`src/rtl/noc_packet_injector_pkg.sv`:
```
// Shared types for the NoC packet injector and the reusable VC round-robin arbiter.
package noc_packet_injector_pkg;

  localparam int unsigned NocIdXWidth = 4;
  localparam int unsigned NocIdYWidth = 4;
  localparam int unsigned NocLenWidth = 4;

  typedef enum logic [1:0] {
    FLIT_HEAD   = 2'b00,
    FLIT_BODY   = 2'b01,
    FLIT_TAIL   = 2'b10,
    FLIT_SINGLE = 2'b11
  } noc_flit_type_e;

  // Head flit payload, LSB-aligned in the flit data field.
  typedef struct packed {
    logic [NocIdXWidth-1:0] src_x;
    logic [NocIdYWidth-1:0] src_y;
    logic [NocIdXWidth-1:0] dst_x;
    logic [NocIdYWidth-1:0] dst_y;
    logic [NocLenWidth-1:0] len;
  } noc_head_t;

  typedef enum logic [1:0] {
    StIdle,
    StVcAlloc,
    StHead,
    StBody
  } inj_state_e;

endpackage

```
`src/rtl/noc_vc_rr_arbiter.sv`:
```
// Round-robin pick over VC_NUM requests; the search start advances past the granted index
// only when the grant is consumed (update).
module noc_vc_rr_arbiter #(
  parameter int unsigned  VC_NUM = 2,
  localparam int unsigned VC_W   = (VC_NUM > 1) ? $clog2(VC_NUM) : 1
) (
  input  logic              clk,
  input  logic              rst_n,
  input  logic [VC_NUM-1:0] req,
  input  logic              update,
  output logic              gnt_valid,
  output logic [VC_W-1:0]   gnt_idx
);

  logic [VC_W-1:0] ptr_q;
  logic [VC_W-1:0] cand_idx;
  int unsigned     cand;

  always_comb begin
    gnt_valid = 1'b0;
    gnt_idx   = '0;
    cand      = 0;
    cand_idx  = '0;
    for (int unsigned i = 0; i < VC_NUM; i++) begin
      cand     = (32'(ptr_q) + i) % VC_NUM;
      cand_idx = VC_W'(cand);
      if (!gnt_valid && req[cand_idx]) begin
        gnt_valid = 1'b1;
        gnt_idx   = cand_idx;
      end
    end
  end

  always_ff @(posedge clk or negedge rst_n) begin
    if (!rst_n) begin
      ptr_q <= '0;
    end else if (update && gnt_valid) begin
      ptr_q <= VC_W'((32'(gnt_idx) + 32'd1) % VC_NUM);
    end
  end

endmodule

```
`src/rtl/noc_packet_injector.sv`:
```
// Node-side NoC injector: descriptor + payload words in, head/body/tail flits out on one
// round-robin-allocated VC. Define NOC_INJECTOR_STATS_EN to add packet/flit counters.
module noc_packet_injector
  import noc_packet_injector_pkg::*;
#(
  parameter int unsigned  VC_NUM     = 2,
  parameter int unsigned  DATA_WIDTH = 32,
  parameter int unsigned  LEN_WIDTH  = NocLenWidth,
  parameter int unsigned  ID_X_WIDTH = NocIdXWidth,
  parameter int unsigned  ID_Y_WIDTH = NocIdYWidth,
  localparam int unsigned VC_W       = (VC_NUM > 1) ? $clog2(VC_NUM) : 1,
  localparam int unsigned FLIT_WIDTH = 2 + VC_W + DATA_WIDTH
) (
  input  logic                  noc_clk,
  input  logic                  noc_rst_n,
  input  logic [ID_X_WIDTH-1:0] id_x,
  input  logic [ID_Y_WIDTH-1:0] id_y,
  input  logic                  pkt_valid,
  output logic                  pkt_ready,
  input  logic [ID_X_WIDTH-1:0] pkt_dst_x,
  input  logic [ID_Y_WIDTH-1:0] pkt_dst_y,
  input  logic [LEN_WIDTH-1:0]  pkt_len,
  input  logic                  data_valid,
  output logic                  data_ready,
  input  logic [DATA_WIDTH-1:0] data,
  output logic                  out_valid,
  input  logic                  out_ready,
  input  logic [VC_NUM-1:0]     out_vc_ready,
  output logic [FLIT_WIDTH-1:0] out_flit,
  output logic                  busy
`ifdef NOC_INJECTOR_STATS_EN
  ,
  output logic [31:0]           stat_pkt_cnt,
  output logic [31:0]           stat_flit_cnt
`endif
);

  inj_state_e            state_q, state_d;
  logic [ID_X_WIDTH-1:0] src_x_q, dst_x_q;
  logic [ID_Y_WIDTH-1:0] src_y_q, dst_y_q;
  logic [LEN_WIDTH-1:0]  len_q, remaining_q, remaining_d;
  logic [VC_W-1:0]       cur_vc_q, cur_vc_d, gnt_idx;
  logic                  gnt_valid, arb_update, pkt_accept, flit_xfer, out_valid_d;
  logic [FLIT_WIDTH-1:0] out_flit_d;
  logic [DATA_WIDTH-1:0] head_data;
  noc_flit_type_e        out_type;

  // Gated by reset so the descriptor port reads not-ready while reset is held.
  assign pkt_ready  = (state_q == StIdle) && noc_rst_n;
  assign pkt_accept = pkt_valid && pkt_ready;
  assign flit_xfer  = out_valid && out_ready;
  assign busy       = (state_q != StIdle);
  assign out_type   = noc_flit_type_e'(out_flit[FLIT_WIDTH-1 -: 2]);
  assign head_data  = DATA_WIDTH'({src_x_q, src_y_q, dst_x_q, dst_y_q, len_q});

  noc_vc_rr_arbiter #(
    .VC_NUM (VC_NUM)
  ) u_vc_arb (
    .clk       (noc_clk),
    .rst_n     (noc_rst_n),
    .req       (out_vc_ready),
    .update    (arb_update),
    .gnt_valid (gnt_valid),
    .gnt_idx   (gnt_idx)
  );

  always_comb begin
    state_d     = state_q;
    remaining_d = remaining_q;
    cur_vc_d    = cur_vc_q;
    out_valid_d = out_valid && !out_ready;
    out_flit_d  = out_flit;
    arb_update  = 1'b0;
    data_ready  = 1'b0;
    unique case (state_q)
      StIdle: begin
        if (pkt_accept) state_d = StVcAlloc;
      end
      StVcAlloc: begin
        if (gnt_valid) begin
          arb_update  = 1'b1;
          cur_vc_d    = gnt_idx;
          remaining_d = len_q;
          out_valid_d = 1'b1;
          out_flit_d  = {(len_q == '0) ? FLIT_SINGLE : FLIT_HEAD, gnt_idx, head_data};
          state_d     = StHead;
        end
      end
      StHead, StBody: begin
        // Payload may load while the head is leaving, keeping the stream at 1 flit/cycle.
        data_ready = out_vc_ready[cur_vc_q] && (!out_valid || out_ready) &&
                     (remaining_q != '0);
        if (data_ready && data_valid) begin
          out_valid_d = 1'b1;
          out_flit_d  = {(remaining_q == LEN_WIDTH'(1)) ? FLIT_TAIL : FLIT_BODY, cur_vc_q, data};
          remaining_d = remaining_q - LEN_WIDTH'(1);
        end
        if (state_q == StHead) begin
          if (flit_xfer) state_d = (len_q == '0) ? StIdle : StBody;
        end else if (flit_xfer && (out_type == FLIT_TAIL)) begin
          state_d = StIdle;
        end
      end
      default: state_d = StIdle;
    endcase
  end

  always_ff @(posedge noc_clk or negedge noc_rst_n) begin
    if (!noc_rst_n) begin
      state_q     <= StIdle;
      remaining_q <= '0;
      cur_vc_q    <= '0;
      out_valid   <= 1'b0;
      out_flit    <= '0;
      src_x_q     <= '0;
      src_y_q     <= '0;
      dst_x_q     <= '0;
      dst_y_q     <= '0;
      len_q       <= '0;
    end else begin
      state_q     <= state_d;
      remaining_q <= remaining_d;
      cur_vc_q    <= cur_vc_d;
      out_valid   <= out_valid_d;
      out_flit    <= out_flit_d;
      if (pkt_accept) begin
        src_x_q <= id_x;
        src_y_q <= id_y;
        dst_x_q <= pkt_dst_x;
        dst_y_q <= pkt_dst_y;
        len_q   <= pkt_len;
      end
    end
  end

`ifdef NOC_INJECTOR_STATS_EN
  always_ff @(posedge noc_clk or negedge noc_rst_n) begin
    if (!noc_rst_n) begin
      stat_pkt_cnt  <= '0;
      stat_flit_cnt <= '0;
    end else if (flit_xfer) begin
      stat_flit_cnt <= stat_flit_cnt + 32'd1;
      if ((out_type == FLIT_TAIL) || (out_type == FLIT_SINGLE)) begin
        stat_pkt_cnt <= stat_pkt_cnt + 32'd1;
      end
    end
  end
`endif

endmodule
```
`config.mk`:
```
export PLATFORM = sky130hd
export DESIGN_NAME = noc_packet_injector
export DESIGN_NICKNAME = d
export VERILOG_FILES = /design/src/rtl/noc_packet_injector_pkg.sv /design/src/rtl/noc_vc_rr_arbiter.sv /design/src/rtl/noc_packet_injector.sv
export SDC_FILE = /design/constraint.sdc
export NUM_CORES = 1
export LEC_CHECK = 0
export CAP_MARGIN = 10
export CORE_UTILIZATION = 50
export DETAILED_ROUTE_END_ITERATION = 7
export PLACE_DENSITY_LB_ADDON = 0.25
export REMOVE_ABC_BUFFERS = 1
export SETUP_SLACK_MARGIN = 0.1
export SLEW_MARGIN = 20
export SYNTH_ARGS = -nofsm -noshare
export SYNTH_HDL_FRONTEND = slang
export SYNTH_SLANG_ARGS = --single-unit
export TNS_END_PERCENT = 5
```
`constraint.sdc`:
```
create_clock -name noc_clk -period 5.6 [get_ports noc_clk]
set_input_delay 0.56 -clock noc_clk [delete_from_list [all_inputs] [get_ports noc_clk]]
set_output_delay 0.56 -clock noc_clk [all_outputs]
set_load 0.02 [all_outputs]
```
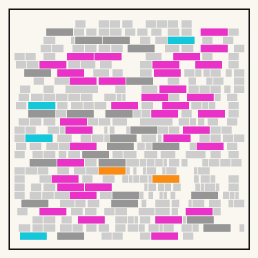
Fig. 1. Sequential cells grouped by signal name (run 1).
(3 px per um) Other sequential cells in the stronger gray, the rest of the logic in the fainter gray.
color	signal	flops
cyan	src_y_q	4
magenta	out_flit	35
orange	state_q	2
not colored	23

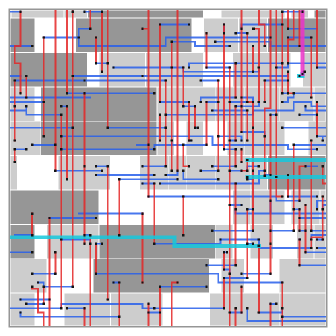
Fig. 2. Close-up of the layout (run 1).
Region (27, 11) to (52, 36) um. Cells in gray, sequential cells in the stronger gray; small squares are vias.
color	layer
cyan	met3
magenta	met4
red	met2
blue	met1
cells with their middle in the window	46
most frequent	dfrtp_1 (9), nand2_1 (6), mux2_2 (5)
netlist names of flops here include	len_q (3), remaining_q (3), state_q (2)
sequential cells in the window	9

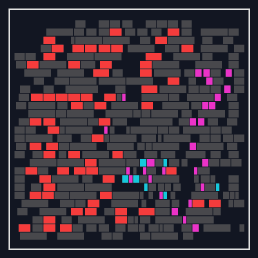
Fig. 3. Gate families picked out (run 1).
(3 px per um)
color	family	cells
red	multiplexers	63
magenta	NAND gates	27
cyan	NOR gates	7
final std cells w/o fill: 402
Comb area share: 0.304
Top cell excl fill/tap: clkdlybuf4s50_1

==> results.sh, run 1 <==
# yosys + openroad results
export IMPL_relSlewSlack=0.303
export IMPL_drive_above_1_share=0.288
export IMPL_cts_tree="yes"
export IMPL_syn_area_per_cell_um2=13.0
export IMPL_clkPwrFrac=0.181
export IMPL_leakage_nw=1.84
export IMPL_final_antenna_net_count=0
export IMPL_warnings=27
export IMPL_antenna_found_initial=0
export IMPL_ys_area_um2=3000
export IMPL_chipArea_um2=6310
export IMPL_r2r_start="state_q[1]"
export IMPL_numSynthFlops=64
export IMPL_cp_arrival_ns=2.58
export IMPL_first_pass_iters=4
export IMPL_highest_layer="met4"
export IMPL_htreeDepth=3
export IMPL_clock_skew_ns=0.00977
export IMPL_via_count=2166
export IMPL_clk_latency_ns=0.34
export IMPL_final_max_slew_viol_count=0
export IMPL_ys_seq_share=0.534
export IMPL_dieHeight_um=79.5
export IMPL_top_area_frac=0.534
export IMPL_hold_buffers=0
export IMPL_whs_ns=0.202
export IMPL_grt_pass1_vias=2182
export IMPL_min_path_type="in -> async"
export IMPL_wl_met3_um=547
export IMPL_ir_drop_v=0.000346
export IMPL_tightest_slew_ns=1.05
export IMPL_setup_tns_ns=0
export IMPL_critPathCapture="data_ready"
export IMPL_met2_length_um=2920
export IMPL_outcome="finished clean"
export IMPL_yosys_top_cells_count="64 x dfrtp_1, 57 x mux2_2, 12 x a21bo_2, 12 x nand2_1, 12 x nand4_1"
export IMPL_top_cell="dfrtp_1"
export IMPL_ys_cells=230
export IMPL_r2r_end="out_flit[5]"
export IMPL_topCellsByArea="dfrtp_1 53%, mux2_2 21%, a21bo_2 4.0%, nand4_1 2.5%, mux2_4 2.0%"
export IMPL_switchingPower_uw=836
export IMPL_regArea_um2=1600
export IMPL_power_share_sequential=0.351
export IMPL_initCoreUtil=0.532
export IMPL_grt_max_degree=43
export IMPL_worstSetupEndpointType="output pin"
[run 1: cell usage in the layout, fill, tap and decap left out, types with 2 or more instances in the layout]
master	netlist	routed
a21bo_2	12	12
buf_4	2	3
mux2i_1	2	2
and3_1	3	3
ha_1	3	3
a211oi_1	2	2
mux2_4	4	4
a31oi_1	2	2
nor2_1	4	4
clkbuf_8	0	11
clkdlybuf4s50_1	0	96
mux2_2	57	57
nor2b_1	2	2
bufinv_16	0	2
nand4_1	12	12
nand2b_1	2	2
dfrtp_1	64	64
o21ba_2	2	2
o21ai_0	10	10
a21o_1	2	2
inv_1	7	7
nand2_1	12	12
[run 1: power groups by stage]
stage	sequential [mW]	clock, mW	combinational, mW
after global placement	0.852	0	1.10
after detailed placement	0.857	0	1.14
after floorplan	1.00	0	0.517
final	0.853	0.441	1.14
after global routing	0.885	0.470	1.22
after CTS	0.854	0.448	1.14
[run 1: how the worst min path moves through the flow]
stage / startpoint / end / slack (ns) / cells past startpoint
6_report: noc_rst_n / dst_x_q[2] / 0.20 / 1
5_1_grt: noc_rst_n / len_q[2] / 0.24 / 1
4_1_cts: noc_rst_n / dst_y_q[0] / 0.21 / 1
3_5_place_dp: out_flit[22] / out_flit[22] / 0.48 / 1
3_3_place_gp: out_flit[22] / out_flit[22] / 0.47 / 1
2_1_floorplan: noc_rst_n / cur_vc_q / 0.26 / 0
[run 1: logic make-up after synthesis]
family                     synth area share
DFF                                   0.534
muxes                                 0.241
and+or+nand+nor                      0.0776
AOI/OAI and AO/OA                    0.0938
buffers and inverters                0.0417
adders and majority gates            0.0125
[run 1: metrics by stage]
step | total power, mW | area (um2)
finish | 2.43 | 4210
global route | 2.57 | 4210
CTS | 2.45 | 4210
detailed placement | 1.99 | 3990
global placement | 1.95 | 3990
floorplan | 1.52 | 2900
[run 1: worst max-delay path: stages (launching register included)]
cell and delay (ns):
dfrtp_1 0.74, buf_4 0.43, and4_4 0.41, clkdlybuf4s50_1 0.64
[run 1: layout make-up]
class                      instances  share of cell area
sequential                        64               0.381
multi-input combinational        144               0.304
clock buffer                      12              0.0369
inverter                           7             0.00624
timing repair buffer             100               0.235
tap                               72              0.0214
clock inverter                     3              0.0155
[run 1: routing by layer]
layer / global-route usage / up-vias
li1: - / 1017
met1: 0.307 / 1061
met2: 0.334 / 80
met3: 0.0720 / 8
met4: 0.0764 / 0
met5: 0 / -
[run 1: state kept, by name, summed over array words and instances (netlist names)]
| register | cells |
|---|---|
| cur_vc_q | 1 |
| dst_x_q | 4 |
| dst_y_q | 4 |
| len_q | 4 |
| out_flit | 35 |
| out_valid | 1 |
| remaining_q | 4 |
| src_x_q | 4 |
| src_y_q | 4 |
| state_q | 2 |
| u_vc_arb.ptr_q | 1 |
Fig. 4: run 1, congestion heat map
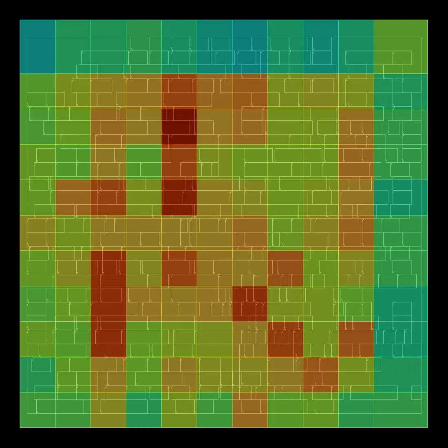

## Run 2: what changed since run 1
CORE_UTILIZATION = 42   (was 50)
clock period = 2.6 ns   (was 5.6 ns; I/O delays follow)
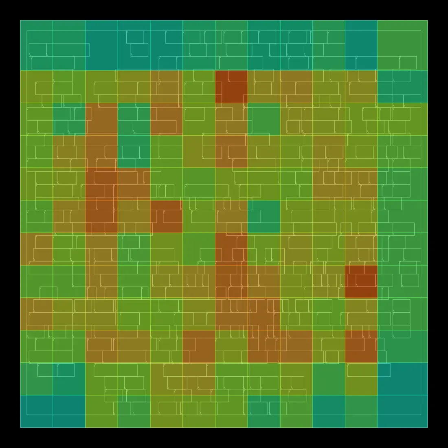
Fig. 5. Congestion heat map (run 2).
met2 Use GR: 0.305
Tot GR Track Use: 0.194

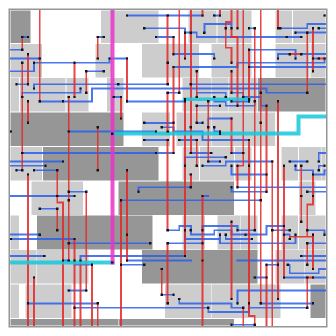
Fig. 6. Close-up of the layout (run 2).
Region (31, 13) to (56, 38) um. Cells in gray, sequential cells in the stronger gray; small squares are vias.
color	layer
red	met2
cyan	met3
magenta	met4
blue	met1
sequential cells in the window	6
cells with their middle in the window	46
most frequent	dfrtp_1 (6), nand2_1 (5)
netlist names of flops here include	len_q (2), out_flit (2), remaining_q (2)

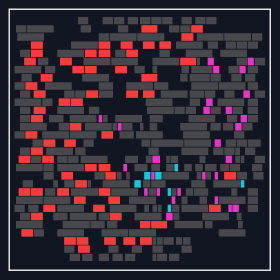
Fig. 7. Gate families picked out (run 2).
(3 px per um)
color	family	cells
magenta	NAND gates	27
cyan	NOR gates	7
red	multiplexers	63
Comb area share: 0.300
final std cells w/o fill: 432

==> run 2 against run 1 <==
Compared with the run above:
- register-to-register slack worse by 2.4 ns
- sequential share of layout area is 0.53 points lower
- clock power is 93% higher
- synthesized cell count stayed put
- worst hold slack worse by 0.056 ns
- core utilization is 12 points lower
- via count is 1.3% lower
- synthesized area stayed put
- clock skew is 0.0058 ns lower
- global-route usage is 3.0 points lower
- combinational power is 120% higher
- cell count is 7.5% higher
- largest cell class unchanged
- highest routed layer unchanged
==> results.sh, run 2 <==
# yosys + openroad results
export IMPL_htreeDepth=3
export IMPL_relSlewSlack=0.464
export IMPL_ir_drop_v=0.000717
export IMPL_worstSetupEndpointType="output pin"
export IMPL_clk_latency_ns=0.33
export IMPL_top_area_frac=0.534
export IMPL_grt_pass1_vias=2226
export IMPL_tightest_slew_ns=0.804
export IMPL_switchingPower_mw=1.78
export IMPL_stdcell_area_um2=4270
export IMPL_power_share_sequential=0.348
export IMPL_cp_arrival_ns=2.05
export IMPL_lay_top_count="clkdlybuf4s50_1"
export IMPL_clkPwrFrac=0.165
export IMPL_dieHeight_um=86.5
export IMPL_warnings=27
export IMPL_final_antenna_net_count=0
export IMPL_whs_ns=0.146
export IMPL_syn_area_per_cell_um2=13.0
export IMPL_topCellsByArea="dfrtp_1 53%, mux2_2 21%, a21bo_2 4.0%, nand4_1 2.5%, mux2_4 2.0%"
export IMPL_final_cell_mix="95 x clkdlybuf4s50_1, 63 x dfrtp_1, 57 x mux2_2"
export IMPL_ys_seq_share=0.534
export IMPL_antenna_found_initial=0
export IMPL_final_max_slew_viol_count=0
export IMPL_max_flop_register="out_flit"
export IMPL_outcome="finished clean"
export IMPL_place_area_um2=4070
export IMPL_yosys_top_cells_count="64 x dfrtp_1, 57 x mux2_2, 12 x a21bo_2, 12 x nand2_1, 12 x nand4_1"
export IMPL_numSynthFlops=64
[run 2: stage by stage]
stage | TNS (ns) | instances
after global placement | 0 | 416
final | 0 | 432
after global routing | 0 | 432
after detailed placement | 0 | 416
after CTS | 0 | 432
after floorplan | -19.71 | 215
[run 2: final cells by class]
class | instances | area (um2) | area share
clock inverter | 3 | 40.0 | 0.00938
tap | 96 | 120 | 0.0281
inverter | 7 | 26.3 | 0.00615
clock buffer | 13 | 159 | 0.0372
timing repair buffer | 105 | 1040 | 0.244
sequential | 64 | 1600 | 0.375
multi-input combinational | 144 | 1280 | 0.300
[run 2: layer usage]
layer / wire length, um / vias up / global-route usage / part of all wire
met5: 0 / - / 0 / 0
met4: 61 / 0 / 0.0455 / 0.0094
met3: 611 / 7 / 0.0924 / 0.094
met2: 2980 / 76 / 0.305 / 0.46
met1: 2860 / 1033 / 0.242 / 0.44
li1: - / 1022 / - / -
[run 2: path summary, 6_finish.rpt]
check	from	to	slack, ns	cells past startpoint
max	state_q[1]	pkt_ready	0.29	4
min	noc_rst_n	len_q[0]	0.15	2
max reg2reg	remaining_q[0]	out_flit[3]	0.39	7
min reg2reg	out_flit[30]	out_flit[30]	0.49	1
max in group asynchronous	noc_rst_n	state_q[1]	1.91	2
min in group noc_clk	out_flit[30]	out_flit[30]	0.49	1
[run 2: kinds of logic after synthesis]
kind of cell / Yosys count / share of synthesized area
DFF: 64 / 0.534
muxes: 63 / 0.241
AOI/OAI and AO/OA: 36 / 0.0938
adders and majority gates: 3 / 0.0125
buffers and inverters: 22 / 0.0417
and+or+nand+nor: 42 / 0.0776
[run 2: power by group through the flow]
stage                     Sequential, mW  Clock, mW  Combinational, mW
after floorplan                     2.16          0               1.11
after global placement              1.80          0               2.49
after detailed placement            1.81          0               2.55
after CTS                           1.80      0.883               2.55
after global routing                1.86      0.929               2.72
final                               1.80      0.851               2.52
Power and IR drop assume default switching activity.
